===== config.mk =====
export PLATFORM = sky130hd
export DESIGN_NAME = pipe_hazard_ctrl
export DESIGN_NICKNAME = d
export VERILOG_FILES = /design/src/rtl/pipe_hazard_ctrl.sv
export SDC_FILE = /design/constraint.sdc
export NUM_CORES = 1
export LEC_CHECK = 0
export CORE_MARGIN = 2
export CORE_UTILIZATION = 35
export DETAILED_ROUTE_END_ITERATION = 6
export HOLD_SLACK_MARGIN = 0.1
export PLACE_DENSITY = 0.73
export SYNTH_ARGS = -nofsm -noshare
export SYNTH_HDL_FRONTEND = slang
export SYNTH_SLANG_ARGS = --single-unit
export TNS_END_PERCENT = 20

===== constraint.sdc =====
create_clock -name clk -period 4.2 [get_ports clk]
set_input_delay 0.63 -clock clk [delete_from_list [all_inputs] [get_ports clk]]
set_output_delay 0.63 -clock clk [all_outputs]
set_load 0.01 [all_outputs]

===== src/rtl/pipe_hazard_ctrl.sv =====
// pipe_hazard_ctrl: PC/IF-ID enables, bubble/flush strobes, ALU forwarding selects and perf counters.
// Optional HAZARD_FWD_EN: forwarding enabled and only load-use stalls; otherwise no forwarding and stall on any RAW.
module pipe_hazard_ctrl #(
    parameter int ASIZE        = 5,
    parameter int FLUSH_CYCLES = 2,
    parameter int CNT_W        = 16
) (
    input  logic             clk,
    input  logic             rst,
    input  logic [ASIZE-1:0] id_rs,
    input  logic [ASIZE-1:0] id_rt,
    input  logic             id_uses_rt,
    input  logic [ASIZE-1:0] ex_rs,
    input  logic [ASIZE-1:0] ex_rt,
    input  logic             ex_memread,
    input  logic             ex_wen,
    input  logic [ASIZE-1:0] ex_waddr,
    input  logic             mem_wen,
    input  logic [ASIZE-1:0] mem_waddr,
    input  logic             wb_wen,
    input  logic [ASIZE-1:0] wb_waddr,
    input  logic             branch_taken,
    output logic             pc_en,
    output logic             ifid_en,
    output logic             ifid_flush,
    output logic             idexe_bubble,
    output logic [1:0]       fwd_a,
    output logic [1:0]       fwd_b,
    output logic             pc_sel,
    output logic [CNT_W-1:0] stall_cnt,
    output logic [CNT_W-1:0] flush_cnt
);
    typedef enum logic {RUN, FLUSH} state_t;
    localparam logic [1:0] FL_LOAD  = 2'(FLUSH_CYCLES - 1);
    localparam state_t     BR_STATE = (FLUSH_CYCLES == 1) ? RUN : FLUSH;
    state_t           r_state, w_state_nxt;
    logic [1:0]       r_flcnt, w_flcnt_nxt;
    logic [CNT_W-1:0] r_stall_cnt, r_flush_cnt;
    logic             w_ex_hit, w_mem_hit, w_wb_hit, w_src_ex, w_load_use, w_stall, w_stall_run;
    // Register 0 is hardwired, so a write to it is never a real destination.
    assign w_ex_hit   = ex_wen && ex_waddr != '0;
    assign w_mem_hit  = mem_wen && mem_waddr != '0;
    assign w_wb_hit   = wb_wen && wb_waddr != '0;
    assign w_src_ex   = w_ex_hit && (id_rs == ex_waddr || (id_uses_rt && id_rt == ex_waddr));
    assign w_load_use = ex_memread && w_src_ex;
`ifdef HAZARD_FWD_EN
    assign w_stall = w_load_use;
    assign fwd_a   = (w_mem_hit && ex_rs == mem_waddr) ? 2'b01 : (w_wb_hit && ex_rs == wb_waddr) ? 2'b10 : 2'b00;
    assign fwd_b   = (w_mem_hit && ex_rt == mem_waddr) ? 2'b01 : (w_wb_hit && ex_rt == wb_waddr) ? 2'b10 : 2'b00;
`else
    logic w_src_mem, w_src_wb, w_unused;
    assign w_src_mem = w_mem_hit && (id_rs == mem_waddr || (id_uses_rt && id_rt == mem_waddr));
    assign w_src_wb  = w_wb_hit && (id_rs == wb_waddr || (id_uses_rt && id_rt == wb_waddr));
    assign w_stall   = w_src_ex || w_src_mem || w_src_wb;
    assign w_unused  = ^{ex_rs, ex_rt, w_load_use};
    assign fwd_a     = 2'b00;
    assign fwd_b     = 2'b00;
`endif
    always_ff @(posedge clk or negedge rst) begin
        if (!rst) begin
            r_state <= RUN;
            r_flcnt <= '0;
        end else begin
            r_state <= w_state_nxt;
            r_flcnt <= w_flcnt_nxt;
        end
    end
    // A branch seen in FLUSH is re-serviced, so it reloads the counter from either state.
    always_comb begin
        w_state_nxt = branch_taken ? BR_STATE : (r_state == FLUSH && r_flcnt > 2'd1) ? FLUSH : RUN;
        w_flcnt_nxt = branch_taken ? FL_LOAD : (r_state == FLUSH && r_flcnt != 2'd0) ? r_flcnt - 2'd1 : r_flcnt;
    end
    // Holding rst low masks a live branch_taken so the pipeline sees clean RUN defaults.
    always_comb begin
        w_stall_run  = rst && r_state == RUN && !branch_taken && w_stall;
        pc_sel       = rst && branch_taken;
        pc_en        = !w_stall_run;
        ifid_en      = !w_stall_run;
        ifid_flush   = rst && (r_state == FLUSH || branch_taken);
        idexe_bubble = ifid_flush || w_stall_run;
    end
    always_ff @(posedge clk or negedge rst) begin
        if (!rst) begin
            r_stall_cnt <= '0;
            r_flush_cnt <= '0;
        end else begin
            if (!pc_en && !(&r_stall_cnt)) r_stall_cnt <= r_stall_cnt + 1'b1;
            if (pc_sel && !(&r_flush_cnt)) r_flush_cnt <= r_flush_cnt + 1'b1;
        end
    end
    assign stall_cnt = r_stall_cnt;
    assign flush_cnt = r_flush_cnt;
endmodule

Figure 1. The metal 3 layer (run 1).
The bar under the picture is 20 µm long.
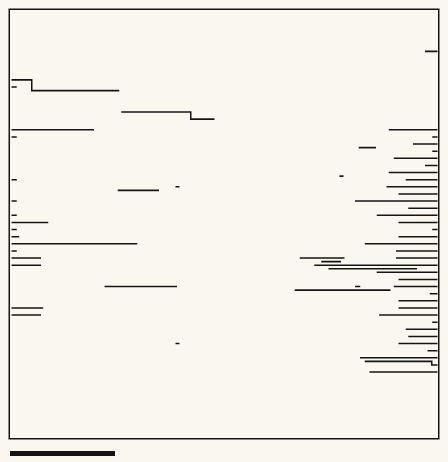
- main direction: horizontal
- longest straight run: 23.7 µm
- wire length on this layer: 458 µm
- nets with wire on the layer: 58

Figure 2. Metal layers overlaid (run 1).
The bar under the picture is 20 µm long.
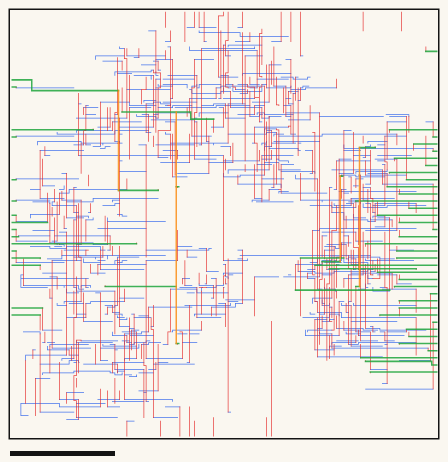
- met2: red (wire length 2190 µm)
- met4: orange (wire length 106 µm)
- met1: blue (wire length 2190 µm)
- met3: green (wire length 458 µm)

Figure 3. Ports around the boundary (run 1).
The bar under the picture is 20 µm long. Pins as bars across the die edge, other pins in grey.
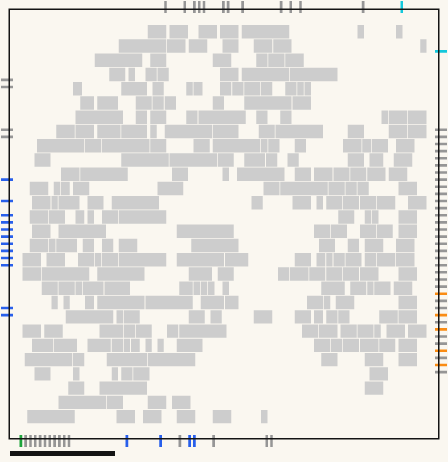
- `fwd_b`: cyan (pins 2; direction output; edge 1 top, 1 right)
- `wb_waddr`: orange (pins 5; direction input; edge right)
- `ex_memread`: green (pins 1; direction input; edge bottom)
- `flush_cnt`: blue (pins 16; direction output; edge 12 left, 4 bottom)
- all pins by edge: 36 right, 19 bottom, 16 left, 13 top

==> out/qor.csv, run 1 <==
metric,value,unit
outcome,"complete, no violations",
viasPerCell,4.99,
area_delta_synth_final,40.6,%
cts.sinks,35,
layout_setup_ws,0.592,ns
drcViolationCount,0,
antenna_found_initial,0,
warnings,38,
crit_top_cell,clkdlybuf4s50_1,
worst_path_max_delay_cell,clkdlybuf4s50_1,
num_antenna_cells,0,
p_comb_share,25.6,%
track_usage,15.4,%
groute.layer.met2.usage,24.8,%
hold_viol,0,
max-clock-path-buffers,2,
use_met1,19.5,%
grt_overflow_total,0,
wl_met1,2190,µm
synth-seq-cells,35,
ant_nets,0,
die_x,81.7,µm
p_sw_share,27.4,%
finalWeightedCongestion,0.800,
routed_wl,4940,µm
post_drt_wl_per_cell,14.0,µm
postCtsSetupBuffers,0,
power_frac_seq,42.8,%
cp_num_buf_inv,2,
worst_ep_arrival_time,2.98,ns
enable_flop_cells,0,
r2r_cells,6,
ys_cells,203,
cp-start-kind,primary input,
root_buffer,clkbuf_8,
drive_gt1_share,7.58,%
highest_layer,met4,
dp_slack,0.592,ns
cp_top_family,buffers and inverters,
async_flop_share,100,%
first_pass_iters,4,
grt_pass1_wl,8020,µm
dp_cells,344,
area_leaders,"dfrtp_1, xnor2_1, nand4_1",
fin_tns_setup,0,ns
timing.final.crit_share,85.9,%
crit_type,in2out,
busiest_layer,met2,
ff_type,dfrtp_1,
clock_skew,0.00625,ns
crit_fanout,4,
crit_cells,7,
nets,323,
rsz0062_at_grt,no,
slew_viol_final,0,
route.met3.wl,457,µm
yosysWarnings,0,
path_clk_slew,0.07,ns
top_area_share,41.5,%
io_pins,84,
p_total,0.988,mW
cts_made_buffers,5,
cellPowerDensity,333,nW/µm²
rr_startpoint,r_state,
worst_setup_path_end_kind,output pin,
synth_top_cell_by_area,dfrtp_1,
tightest_slew,0.627,ns
core_area,5890,µm²
clk_latency,0.29,ns
initCoreUtil,35.9,%
rows,28,
max_cap_violations,0,
utilization,50.4,%
placed_cell_area,2850,µm²
dieArea,6670,µm²
p_leak,1.25,nW
timing.final.crit_period,3.61,ns
cts_resized,0,
stdcell_area,2970,µm²
dr_wl_met2,2190,µm
dpl.hpwl,3710,µm
yosys.stat.seqShare,41.5,%
synth_area_per_cell,10.4,µm²
rrSetupSlack,2.09,ns
p_switching,0.271,mW
num_vias,1758,
synthCells,203,
synth.distinct_cells,37,
cts_tree,done,
run 1: cells in the final DEF (no fill, tap or decap), types with 3 or more instances in the layout:
master           instances
xor2_1                   8
nand3_1                  6
and3_1                  12
nand2_1                 19
ha_1                     4
dfrtp_1                 35
o22ai_1                  3
clkbuf_8                 6
nand4_1                 16
nor2_1                   8
clkdlybuf4s50_1         67
conb_1                   4
xnor2_1                 50
inv_1                    6
run 1: registers in the layout, indices dropped and copies added (netlist names):
| name | cells |
|---|---|
| r_state | 1 |
| stall_cnt | 16 |
| flush_cnt | 16 |
| r_flcnt | 2 |
run 1: worst max path at each step:
stage                             from           end  slack (ns)
after global placement    mem_waddr[0]  idexe_bubble        0.61
after global routing      mem_waddr[0]  idexe_bubble        0.52
after detailed placement  mem_waddr[1]  idexe_bubble        0.59
final                     mem_waddr[1]  idexe_bubble        0.59
after CTS                 mem_waddr[1]  idexe_bubble        0.59
after floorplan           mem_waddr[0]  idexe_bubble        1.69
run 1: power by group through the flow:
stage / clock [mW] / combinational, mW / sequential [mW]
final: 0.312 / 0.253 / 0.423
after global routing: 0.333 / 0.281 / 0.429
after CTS: 0.322 / 0.257 / 0.423
after detailed placement: 0 / 0.254 / 0.429
after global placement: 0 / 0.250 / 0.427
after floorplan: 0 / 0.106 / 0.437
run 1: area by class of cell:
cell class	instances	area [µm²]
flip-flops and latches	35	876
clock buffers	6	82.6
repair buffers	69	683
inverters	6	22.5
well taps	75	93.8
fillers	527	2920
clock inverters	2	35.0
multi-input cells	159	1180
run 1: kinds of logic after synthesis:
group / share of synthesized area [%]
xor+xnor: 24.1
flops: 41.5
compound gates: 6.04
buf+inv: 3.38
other cells: 0.178
mux: 2.07
fa+ha+maj: 2.37
simple gates: 20.4
--- run 2 (diff from run 1) ---
--- a/config.mk
+++ b/config.mk
@@ -7,9 +7,11 @@
 export LEC_CHECK = 0
 export CORE_MARGIN = 2
 export CORE_UTILIZATION = 35
+export CTS_CLUSTER_SIZE = 40
 export DETAILED_ROUTE_END_ITERATION = 6
 export HOLD_SLACK_MARGIN = 0.1
 export PLACE_DENSITY = 0.73
+export SKIP_CTS_REPAIR_TIMING = 1
 export SYNTH_ARGS = -nofsm -noshare
 export SYNTH_HDL_FRONTEND = slang
 export SYNTH_SLANG_ARGS = --single-unit
Figure 4. Ports around the boundary (run 2).
The bar under the picture is 20 µm long. Pins as bars across the die edge, other pins in grey.
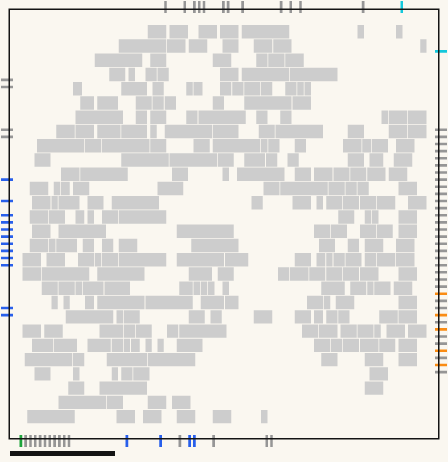
- `fwd_b`: cyan (pins 2; direction output; edge 1 top, 1 right)
- `wb_waddr`: orange (pins 5; direction input; edge right)
- `ex_memread`: green (pins 1; direction input; edge bottom)
- `flush_cnt`: blue (pins 16; direction output; edge 12 left, 4 bottom)

Figure 5. Sizing map (run 2).
The bar under the picture is 20 µm long.
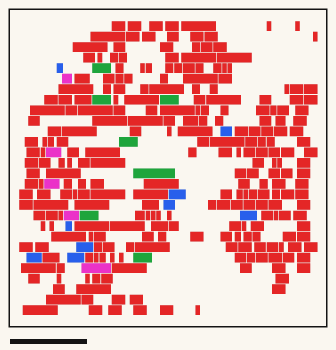
- drive 2: blue (cells 9; share 3.2%)
- drive 3 to 4: magenta (cells 5; share 1.8%)
- drive 1 or less: red (cells 256; share 92%)
- drive 6 and up: green (cells 7; share 2.5%)

Figure 6. The metal 3 layer (run 2).
The bar under the picture is 20 µm long.
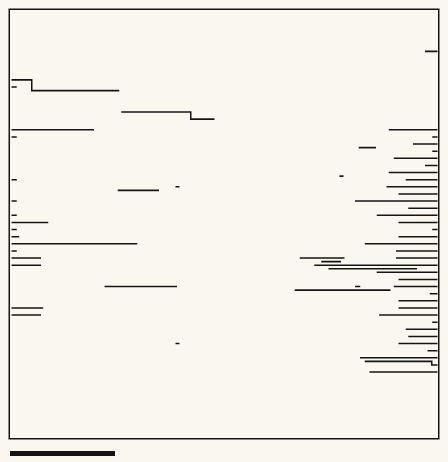
- main direction: horizontal
- nets with wire on the layer: 58

==> run 2 against run 1 <==
- sequential share of layout area stayed put
- maximum frequency unchanged
- design area stayed put
==> out/qor.csv, run 2 <==
metric,value,unit
layout_setup_ws,0.592,ns
top_area_share,41.5,%
crit_fanout,4,
io_pins,84,
cellPowerDensity,333,nW/µm²
clk_latency,0.29,ns
hp-class,in2async,
die_x,81.7,µm
topCombFamilyByArea,XOR/XNOR gates,
ys_sh_mux,2.07,%
worst_ep_arrival_time,2.98,ns
num_vias,1758,
dp_cells,344,
max-clock-path-buffers,2,
placed_cell_area,2850,µm²
rsz0062_at_grt,no,
synth_area_per_cell,10.4,µm²
ant_nets,0,
ff_type,dfrtp_1,
p_leak,1.25,nW
stdcell_area,2970,µm²
synth.distinct_cells,37,
p_sw_share,27.4,%
outcome,"complete, no violations",
crit_type,in2out,
viasPerCell,4.99,
core_area,5890,µm²
yosys.area_share.adder,2.37,%
timing.final.crit_period,3.61,ns
cts_made_buffers,5,
utilization,50.4,%
final-comb-area,1180,µm²
rrSetupSlack,2.09,ns
drcViolationCount,0,
yosys.stat.seqShare,41.5,%
p_total,0.988,mW
tightest_slew,0.627,ns
final.fill_count,527,
fin_tns_setup,0,ns
power_frac_seq,42.8,%
area_delta_synth_final,40.6,%
post_drt_wl_per_cell,14.0,µm
synth-simple-area-share,20.4,%
rr_startpoint,r_state,
crit_top_cell,clkdlybuf4s50_1,
enable_flop_cells,0,
routed_wl,4940,µm
async_flop_share,100,%
path_clk_slew,0.07,ns
drive_gt1_share,7.58,%
lay_top_count,clkdlybuf4s50_1,
worst_path_max_delay_cell,clkdlybuf4s50_1,
cp-start-kind,primary input,
path_cells,clkdlybuf4s50_1 > or3_1 > o311a_1 > a22oi_2 > nand2_1 > or2_1 > clkdlybuf4s50_1,
slew_viol_final,0,
warnings,38,
ys_sh_aoi,6.04,%
num_antenna_cells,0,
ys_cells,203,
antenna_found_initial,0,
synth_top_cell_by_area,dfrtp_1,
cts.sinks,35,
nets,323,
first_pass_iters,4,
dieArea,6670,µm²
dp_slack,0.592,ns
root_buffer,clkbuf_8,
worst_setup_path_end_kind,output pin,
hold_viol,0,
initCoreUtil,35.9,%
cts_tree,done,
seq_area,876,µm²
r2r_cells,6,
grt_pass1_wl,8020,µm
ys_sh_xor,24.1,%
clock_skew,0.00625,ns
synthCells,203,
fmax,0.277,GHz
area_leaders,"dfrtp_1, xnor2_1, nand4_1",
timing.final.crit_share,85.9,%
max_cap_violations,0,
yosysWarnings,0,
p_switching,0.271,mW
grt_overflow_total,0,
finalWeightedCongestion,0.800,
dpl.hpwl,3710,µm
vdd_drop_max,0.260,mV
p_comb_share,25.6,%
synth-seq-cells,35,
run 2: cell counts in the layout (fill, tap and decap cells not counted):
No cell type changed its count.
run 2: power groups by stage:
stage / registers, mW / logic, mW / clock network [mW]
after floorplan: 0.437 / 0.106 / 0
after global placement: 0.427 / 0.250 / 0
after detailed placement: 0.429 / 0.254 / 0
after CTS: 0.423 / 0.257 / 0.322
after global routing: 0.429 / 0.281 / 0.333
final: 0.423 / 0.253 / 0.312
run 2: routing by layer:
metal,GRT usage (%),vias up,wire length (µm)
met5,0,-,0
met4,6.50,0,106
met3,4.18,10,457
met2,24.8,69,2190
met1,19.5,834,2190
li1,-,845,-
run 2: cells by family (layout without fill, tap and decap cells):
family	Yosys count	after routing
and+or+nand+nor	75	75
xor gates and xnor gates	58	58
DFF	35	35
AOI/OAI and AO/OA	14	14
buffers and inverters	12	83
adders and majority gates	4	4
muxes	4	4
other	1	4
run 2: worst max-delay path by stage:
stage | slack (ns) | endpoint | start | cells after the start
2_1_floorplan | 1.69 | idexe_bubble | mem_waddr[0] | 5
3_3_place_gp | 0.61 | idexe_bubble | mem_waddr[0] | 7
3_5_place_dp | 0.59 | idexe_bubble | mem_waddr[1] | 7
4_1_cts | 0.59 | idexe_bubble | mem_waddr[1] | 7
5_1_grt | 0.52 | idexe_bubble | mem_waddr[0] | 7
6_report | 0.59 | idexe_bubble | mem_waddr[1] | 7
run 2: worst max-delay path, delay by kind of cell:
kind            cells  cell delay, ns
buf+inv             2            0.99
compound gates      2            0.55
simple gates        3            0.81
run 2: cell type report:
type | instances | share of cell area, %
clock buffer | 6 | 2.78
clock inverter | 2 | 1.18
inverter | 6 | 0.759
multi-input combinational | 159 | 39.6
sequential | 35 | 29.5
tap | 75 | 3.16
timing repair buffer | 69 | 23.0
No activity file was given, so power comes from the tool's default toggle rates.
